`src/rtl/branch_comparator_serial.sv`:
```
`default_nettype none
// ============================================================================
// Module   : branch_comparator_serial
// Brief    : MSB-first digit-serial RV32I branch comparator, early-exit on the
//            first differing slice, valid/ready on both sides.
// Revision : 1.0
// ============================================================================
module branch_comparator_serial #(
    parameter int WIDTH = 32,
    parameter int DIGIT = 4
) (
    input  logic             clk,
    input  logic             rst_n,
    input  logic             in_valid,
    output logic             in_ready,
    input  logic [WIDTH-1:0] op_a,
    input  logic [WIDTH-1:0] op_b,
    input  logic [2:0]       funct3,
    output logic             out_valid,
    input  logic             out_ready,
    output logic             taken,
    output logic             lt,
    output logic             eq,
    output logic             err
);

    localparam int c_N     = WIDTH / DIGIT;
    localparam int c_IDX_W = (c_N > 1) ? $clog2(c_N) : 1;
    localparam logic [c_IDX_W-1:0] c_IDX_LAST  = c_IDX_W'(c_N - 1);
    localparam logic [WIDTH-1:0]   c_SIGN_MASK = {1'b1, {(WIDTH-1){1'b0}}};

    localparam logic [2:0] c_F3_BEQ  = 3'b000;
    localparam logic [2:0] c_F3_BNE  = 3'b001;
    localparam logic [2:0] c_F3_BLT  = 3'b100;
    localparam logic [2:0] c_F3_BGE  = 3'b101;
    localparam logic [2:0] c_F3_BLTU = 3'b110;
    localparam logic [2:0] c_F3_BGEU = 3'b111;

    typedef enum logic [1:0] {
        ST_IDLE = 2'd0,
        ST_SCAN = 2'd1,
        ST_DONE = 2'd2
    } state_t;

    state_t               r_state, w_state_nxt;
    logic [WIDTH-1:0]     r_a, r_b, w_a_nxt, w_b_nxt;
    logic [WIDTH-1:0]     w_a_shift, w_b_shift;
    logic [2:0]           r_funct3, w_funct3_nxt;
    logic [c_IDX_W-1:0]   r_idx, w_idx_nxt;
    logic                 r_out_valid, w_out_valid_nxt;
    logic                 r_taken, w_taken_nxt;
    logic                 r_lt, w_lt_nxt;
    logic                 r_eq, w_eq_nxt;
    logic                 r_err, w_err_nxt;
    logic [DIGIT-1:0]     w_a_slice, w_b_slice;
    logic                 w_signed_in;
    logic                 w_illegal;
    logic                 w_slice_lt;

    function automatic logic f_taken(input logic [2:0] f3, input logic l, input logic e);
        case (f3)
            c_F3_BEQ:             f_taken = e;
            c_F3_BNE:             f_taken = ~e;
            c_F3_BLT, c_F3_BLTU:  f_taken = l;
            c_F3_BGE, c_F3_BGEU:  f_taken = ~l;
            default:              f_taken = 1'b0;
        endcase
    endfunction

    // Captured operands are shifted left each cycle so the slice under test
    // is always the top DIGIT bits; no variable part-select is needed.
    generate
        if (c_N == 1) begin : g_single_slice
            assign w_a_shift = r_a;
            assign w_b_shift = r_b;
        end else begin : g_multi_slice
            assign w_a_shift = {r_a[WIDTH-DIGIT-1:0], {DIGIT{1'b0}}};
            assign w_b_shift = {r_b[WIDTH-DIGIT-1:0], {DIGIT{1'b0}}};
        end
    endgenerate

    assign w_a_slice   = r_a[WIDTH-1 -: DIGIT];
    assign w_b_slice   = r_b[WIDTH-1 -: DIGIT];
    assign w_slice_lt  = (w_a_slice < w_b_slice);
    assign w_signed_in = (funct3 == c_F3_BLT) || (funct3 == c_F3_BGE);
    assign w_illegal   = (r_funct3[2:1] == 2'b01);

    assign in_ready  = (r_state == ST_IDLE);
    assign out_valid = r_out_valid;
    assign taken     = r_taken;
    assign lt        = r_lt;
    assign eq        = r_eq;
    assign err       = r_err;

    always_ff @(posedge clk or negedge rst_n) begin
        if (!rst_n) begin
            r_state     <= ST_IDLE;
            r_a         <= '0;
            r_b         <= '0;
            r_funct3    <= '0;
            r_idx       <= '0;
            r_out_valid <= 1'b0;
            r_taken     <= 1'b0;
            r_lt        <= 1'b0;
            r_eq        <= 1'b0;
            r_err       <= 1'b0;
        end else begin
            r_state     <= w_state_nxt;
            r_a         <= w_a_nxt;
            r_b         <= w_b_nxt;
            r_funct3    <= w_funct3_nxt;
            r_idx       <= w_idx_nxt;
            r_out_valid <= w_out_valid_nxt;
            r_taken     <= w_taken_nxt;
            r_lt        <= w_lt_nxt;
            r_eq        <= w_eq_nxt;
            r_err       <= w_err_nxt;
        end
    end

    always_comb begin
        w_state_nxt     = r_state;
        w_a_nxt         = r_a;
        w_b_nxt         = r_b;
        w_funct3_nxt    = r_funct3;
        w_idx_nxt       = r_idx;
        w_out_valid_nxt = r_out_valid;
        w_taken_nxt     = r_taken;
        w_lt_nxt        = r_lt;
        w_eq_nxt        = r_eq;
        w_err_nxt       = r_err;

        case (r_state)
            ST_IDLE: begin
                if (in_valid) begin
                    // Flipping the sign bits turns a signed compare into unsigned.
                    w_a_nxt      = w_signed_in ? (op_a ^ c_SIGN_MASK) : op_a;
                    w_b_nxt      = w_signed_in ? (op_b ^ c_SIGN_MASK) : op_b;
                    w_funct3_nxt = funct3;
                    w_idx_nxt    = c_IDX_LAST;
                    w_state_nxt  = ST_SCAN;
                end
            end
            ST_SCAN: begin
                if (w_illegal) begin
                    // Illegal funct3 spends its single cycle here without comparing.
                    w_err_nxt       = 1'b1;
                    w_taken_nxt     = 1'b0;
                    w_lt_nxt        = 1'b0;
                    w_eq_nxt        = 1'b0;
                    w_out_valid_nxt = 1'b1;
                    w_state_nxt     = ST_DONE;
                end else if (w_a_slice != w_b_slice) begin
                    w_err_nxt       = 1'b0;
                    w_lt_nxt        = w_slice_lt;
                    w_eq_nxt        = 1'b0;
                    w_taken_nxt     = f_taken(r_funct3, w_slice_lt, 1'b0);
                    w_out_valid_nxt = 1'b1;
                    w_state_nxt     = ST_DONE;
                end else if (r_idx == '0) begin
                    w_err_nxt       = 1'b0;
                    w_lt_nxt        = 1'b0;
                    w_eq_nxt        = 1'b1;
                    w_taken_nxt     = f_taken(r_funct3, 1'b0, 1'b1);
                    w_out_valid_nxt = 1'b1;
                    w_state_nxt     = ST_DONE;
                end else begin
                    w_idx_nxt = r_idx - c_IDX_W'(1);
                    w_a_nxt   = w_a_shift;
                    w_b_nxt   = w_b_shift;
                end
            end
            ST_DONE: begin
                if (out_ready) begin
                    w_out_valid_nxt = 1'b0;
                    w_state_nxt     = ST_IDLE;
                end
            end
            default: begin
                w_out_valid_nxt = 1'b0;
                w_state_nxt     = ST_IDLE;
            end
        endcase
    end

endmodule
`default_nettype wire

```
`config.mk`:
```
export PLATFORM = sky130hd
export DESIGN_NAME = branch_comparator_serial
export DESIGN_NICKNAME = d
export VERILOG_FILES = /design/src/rtl/branch_comparator_serial.sv
export SDC_FILE = /design/constraint.sdc
export NUM_CORES = 1
export LEC_CHECK = 0
export CORE_UTILIZATION = 40
export CTS_CLUSTER_DIAMETER = 200
export CTS_CLUSTER_SIZE = 30
export DETAILED_ROUTE_END_ITERATION = 12
export PLACE_DENSITY = 0.73
export SLEW_MARGIN = 10
export SYNTH_ARGS = -nofsm -noshare
export SYNTH_HDL_FRONTEND = slang
export SYNTH_SLANG_ARGS = --single-unit
export TNS_END_PERCENT = 50
```
`constraint.sdc`:
```
create_clock -name clk -period 2 [get_ports clk]
set_clock_uncertainty 0.15 [all_clocks]
set_input_delay 0.2 -clock clk [delete_from_list [all_inputs] [get_ports clk]]
set_output_delay 0.2 -clock clk [all_outputs]
set_load 0.02 [all_outputs]
```
==> run_1/flops_by_reg.png <==
Other sequential cells in the stronger grey, the rest of the logic in the fainter grey.
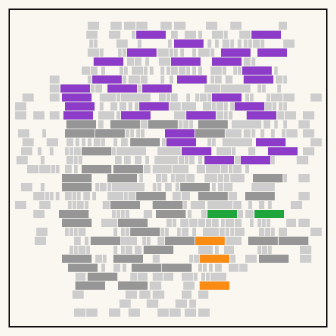
`r_b` -> purple  # placed flops 32
`r_funct3` -> orange  # placed flops 3
`r_state` -> green  # placed flops 2
Util after Layout: 0.567
P_seq: 2710 uW
sequential cell area share: 0.406
Seq. cell area: 1930 um^2

==> run_1/placement_by_type.png <==
The bar under the picture is 20 um long.
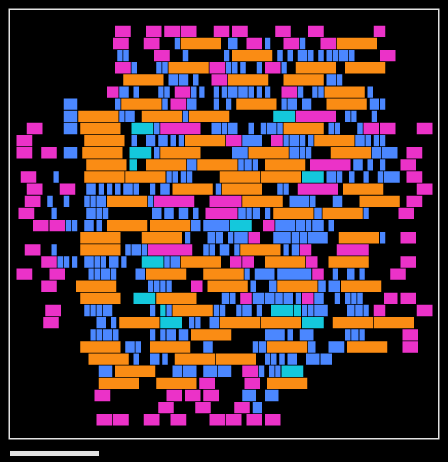
remaining buffers and delay cells -> magenta  # cells 99, share of their area 23%
combinational and other logic -> blue  # cells 286, share of their area 31%
sequential cells -> orange  # cells 77, share of their area 42%
clock drivers and dummy loads -> cyan  # cells 14, share of their area 3.6%
post-route design area: 4750 um^2
Core Rows: 33
CORE AREA: 8380 um^2

==> flow_metrics.env, run 1 <==
# flow metrics
export IMPL_pg_comb_uw=2910
export IMPL_drtAntennaViolNets=0
export IMPL_path_delay_family="simple AND/OR/NAND/NOR gates"
export IMPL_layout_cells_non_filler=581
export IMPL_worst_r2r_endpoint="r_a[17]"
export IMPL_power_internal_uw=4150
export IMPL_ys_seq_share=0.546
export IMPL_max_stage_delay_ns=0.41
export IMPL_status="finished, final reports clean"
export IMPL_grt_use_met1=0.245
export IMPL_n_clock_buffer=12
export IMPL_gp_congestion=0.744
export IMPL_dpl_cell_area_um2=4370
export IMPL_reg2reg_from="r_b[28]"
export IMPL_yosysWarningCount=0
export IMPL_cts_buffers=9
export IMPL_die_y_um=95.9
export IMPL_fillers=715
export IMPL_antenna_cells=0
export IMPL_endpoint="r_a[17]"
export IMPL_seq_cells=77
export IMPL_drive_gt1_frac=0.0903
export IMPL_period_needed_ns=1.98
export IMPL_startpoint="r_b[28]"
export IMPL_lay_top_cells="nand2_1 (103), dfrtp_1 (77), clkdlybuf4s50_1 (74), nor2_1 (65), a31oi_1 (41)"
export IMPL_regToRegSetupSlack_ns=0.02
export IMPL_tap_cells=105
export IMPL_hold_buffers=1
export IMPL_io_buffers=76
export IMPL_io_pins=77
export IMPL_top_layer="met4"
export IMPL_reg_largest_list="r_a (32), r_b (32)"
export IMPL_ys_sh_simple=0.209
export IMPL_wl_met3_um=462
export IMPL_hold_slack_ns=0.249
export IMPL_sw_frac_of_total=0.373
export IMPL_hold_class="input port to asynchronous set/reset pin"
export IMPL_grt_pass1_vias=2805
==> run_1/congestion.png <==
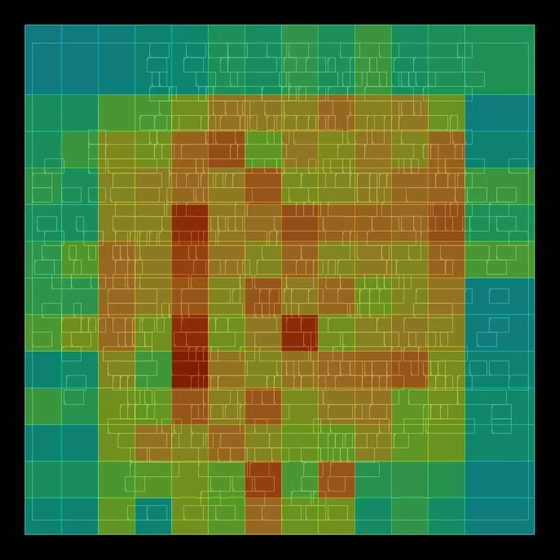
GR Util met2: 0.301
met3 Track Usage GR: 0.0395

==> inputs of run 2 (changes only) <==
SKIP_LAST_GASP = 1   (was not set)
==> run_2/power_grid.png <==
Pins as bars on the die edge. Tap cells in grey.
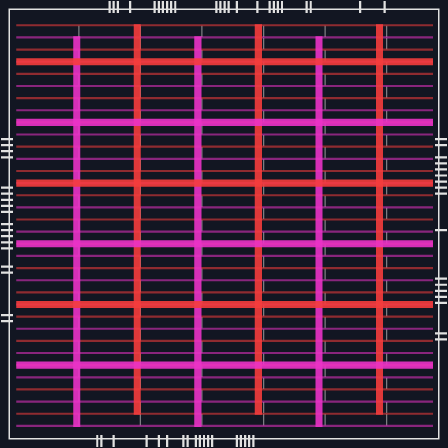
VSS -> magenta
VDD -> red
signal pins = 77
rows = 33
met1 rails = 34
tap cells = 105
Die Ht: 95.9 um
Max IR drop VDD: 0.465 mV
Die Span X: 95.9 um

==> run_2/congestion.png <==
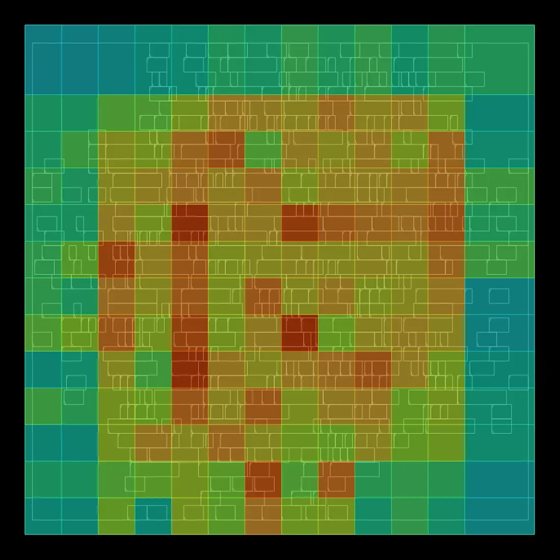
Util after Layout: 0.558
GRT Util Overall: 0.183
global route hottest layer: met2

==> run 2 against run 1 <==
Utilization down 0.84 points; clock power about the same; via count down 1.3%; sequential share of layout area up 0.61 points; count of clock-buffer cells in the layout unchanged; final cell count down 0.52%; critical endpoint is now r_b[28]; largest cell class unchanged; largest power group unchanged; highest routed layer unchanged.
==> flow_metrics.env, run 2 <==
# flow metrics
export IMPL_hold_buffers=1
export IMPL_top_layer="met4"
export IMPL_gp_congestion=0.744
export IMPL_cts_buffers=9
export IMPL_grt_pass1_vias=2805
export IMPL_power_internal_uw=4080
export IMPL_seq_cells=77
export IMPL_cts_tree="yes"
export IMPL_status="finished, final reports clean"
export IMPL_antenna_cells=0
export IMPL_ys_seq_share=0.546
export IMPL_reg2reg_from="r_b[28]"
export IMPL_endpoint="r_b[28]"
export IMPL_max_stage_delay_ns=0.41
export IMPL_lay_top_cells="nand2_1 (103), dfrtp_1 (77), clkdlybuf4s50_1 (74), nor2_1 (68), a31oi_1 (41)"
export IMPL_final_common_cell="nand2_1"
export IMPL_sw_frac_of_total=0.372
export IMPL_regToRegSetupSlack_ns=0.01
export IMPL_grt_use_met1=0.245
export IMPL_yosysWarningCount=0
export IMPL_ys_sh_simple=0.209
export IMPL_leakage_uw=0.00205
export IMPL_path_delay_family="simple AND/OR/NAND/NOR gates"
export IMPL_dpl_cell_area_um2=4370
export IMPL_fillers=732
export IMPL_design_area_um2=4680
export IMPL_met2_usage=0.301
export IMPL_tap_cells=105
export IMPL_core_area_um2=8380
export IMPL_pg_comb_uw=2790
export IMPL_rows=33
export IMPL_io_pins=77
export IMPL_wl_met3_um=355
export IMPL_drtAntennaViolNets=0
export IMPL_hold_class="input port to asynchronous set/reset pin"
==> run_2/clk_routes.png <==
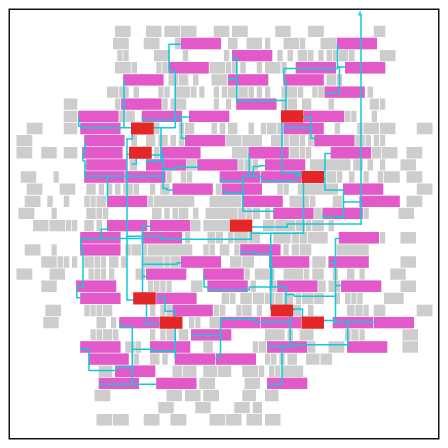
flip-flops -> magenta  # count 77
clock wires -> cyan  # length 854 um
clock drivers -> red  # count 9
routed clock nets = 10
clk pwr: 1010 uW
Clock Latency Late Sink: 0.34 ns
clock share of power: 0.156

==> inputs of run 3 (changes only) <==
CORE_UTILIZATION = 25   (was 40)
GPL_TIMING_DRIVEN = 0   (was not set)
PLACE_DENSITY = 0.52   (was 0.73)
SLEW_MARGIN = 20   (was 10)
==> run_3/congestion.png <==
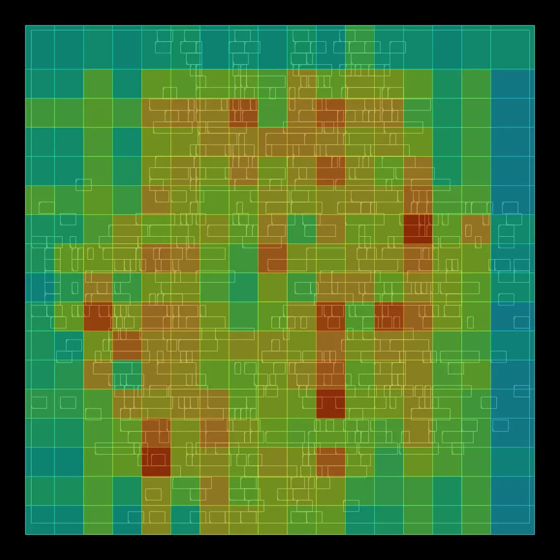
met1 usage: 0.180
Util after Layout: 0.383
routed len/inst: 14.5 um
GR Util met2: 0.216

==> run_3/clk_routes.png <==
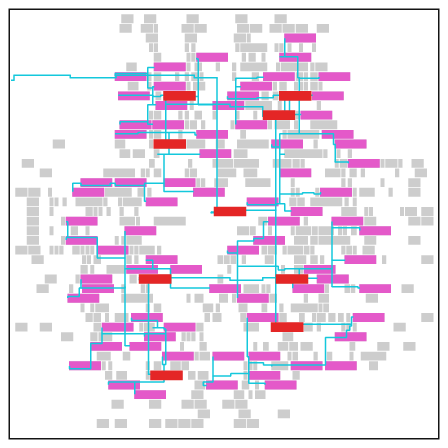
clock share of power: 0.208
clk pwr: 1630 uW

==> run 3 against run 2 <==
Setup slack worse by 0.011 ns; sequential power is 2% higher; critical endpoint is now r_a[10]; clock power is 61% higher; flip-flop count stayed put.
==> flow_metrics.env, run 3 <==
# flow metrics
export IMPL_top_usage_layer="met2"
export IMPL_path_delay_family="simple AND/OR/NAND/NOR gates"
export IMPL_sw_frac_of_total=0.368
export IMPL_wl_met3_um=470
export IMPL_dpl_cell_area_um2=4530
export IMPL_yosysWarningCount=0
export IMPL_die_w_um=121
export IMPL_first_iter_violations=194
export IMPL_fillers=1358
export IMPL_fp_utilization=0.255
export IMPL_leakage_uw=0.00222
export IMPL_io_pins=77
export IMPL_nets=566
export IMPL_reg2reg_from="r_b[30]"
export IMPL_fin_total_pwr_uw=7800
export IMPL_max_stage_delay_ns=0.35
export IMPL_status="finished, final reports clean"
export IMPL_fin_ws_ns=0.000775
export IMPL_htreeDepth=3
export IMPL_cts_buffers=9
export IMPL_pg_comb_uw=3430
export IMPL_synth_xor_area_share=0.00993
export IMPL_clk_latency_ns=0.34
export IMPL_hold_buffers=1
export IMPL_endpoint="r_a[10]"
export IMPL_peakVddDrop_mv=0.409
export IMPL_comb_share=0.303
export IMPL_gp_congestion=0.754
export IMPL_tap_cells=180
export IMPL_ys_sh_simple=0.209
export IMPL_track_usage=0.136
export IMPL_seq_cells=77
export IMPL_relSlewSlack=0.586
export IMPL_final_common_cell="nand2_1"
export IMPL_ys_seq_share=0.546
export IMPL_lay_top_cells="nand2_1 (103), dfrtp_1 (77), clkdlybuf4s50_1 (74), nor2_1 (60), a31oi_1 (27)"
export IMPL_hold_class="input port to asynchronous set/reset pin"
export IMPL_rows=43
export IMPL_antenna_cells=0
export IMPL_grt_pass1_vias=3051
==> run_3/placement_by_type.png <==
The bar under the picture is 20 um long.
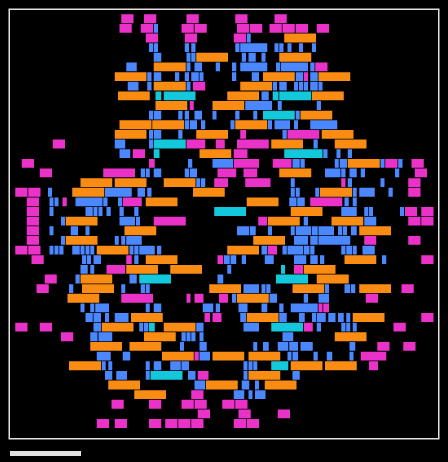
sequential cells -> orange  # cells 77, share of their area 38%
clock drivers and dummy loads -> cyan  # cells 16, share of their area 5.8%
remaining buffers and delay cells -> magenta  # cells 115, share of their area 24%
combinational and other logic -> blue  # cells 286, share of their area 33%
post-route design area: 5300 um^2
CORE AREA: 13800 um^2

Power figures rest on the tool's default switching activity, not on a simulated workload.
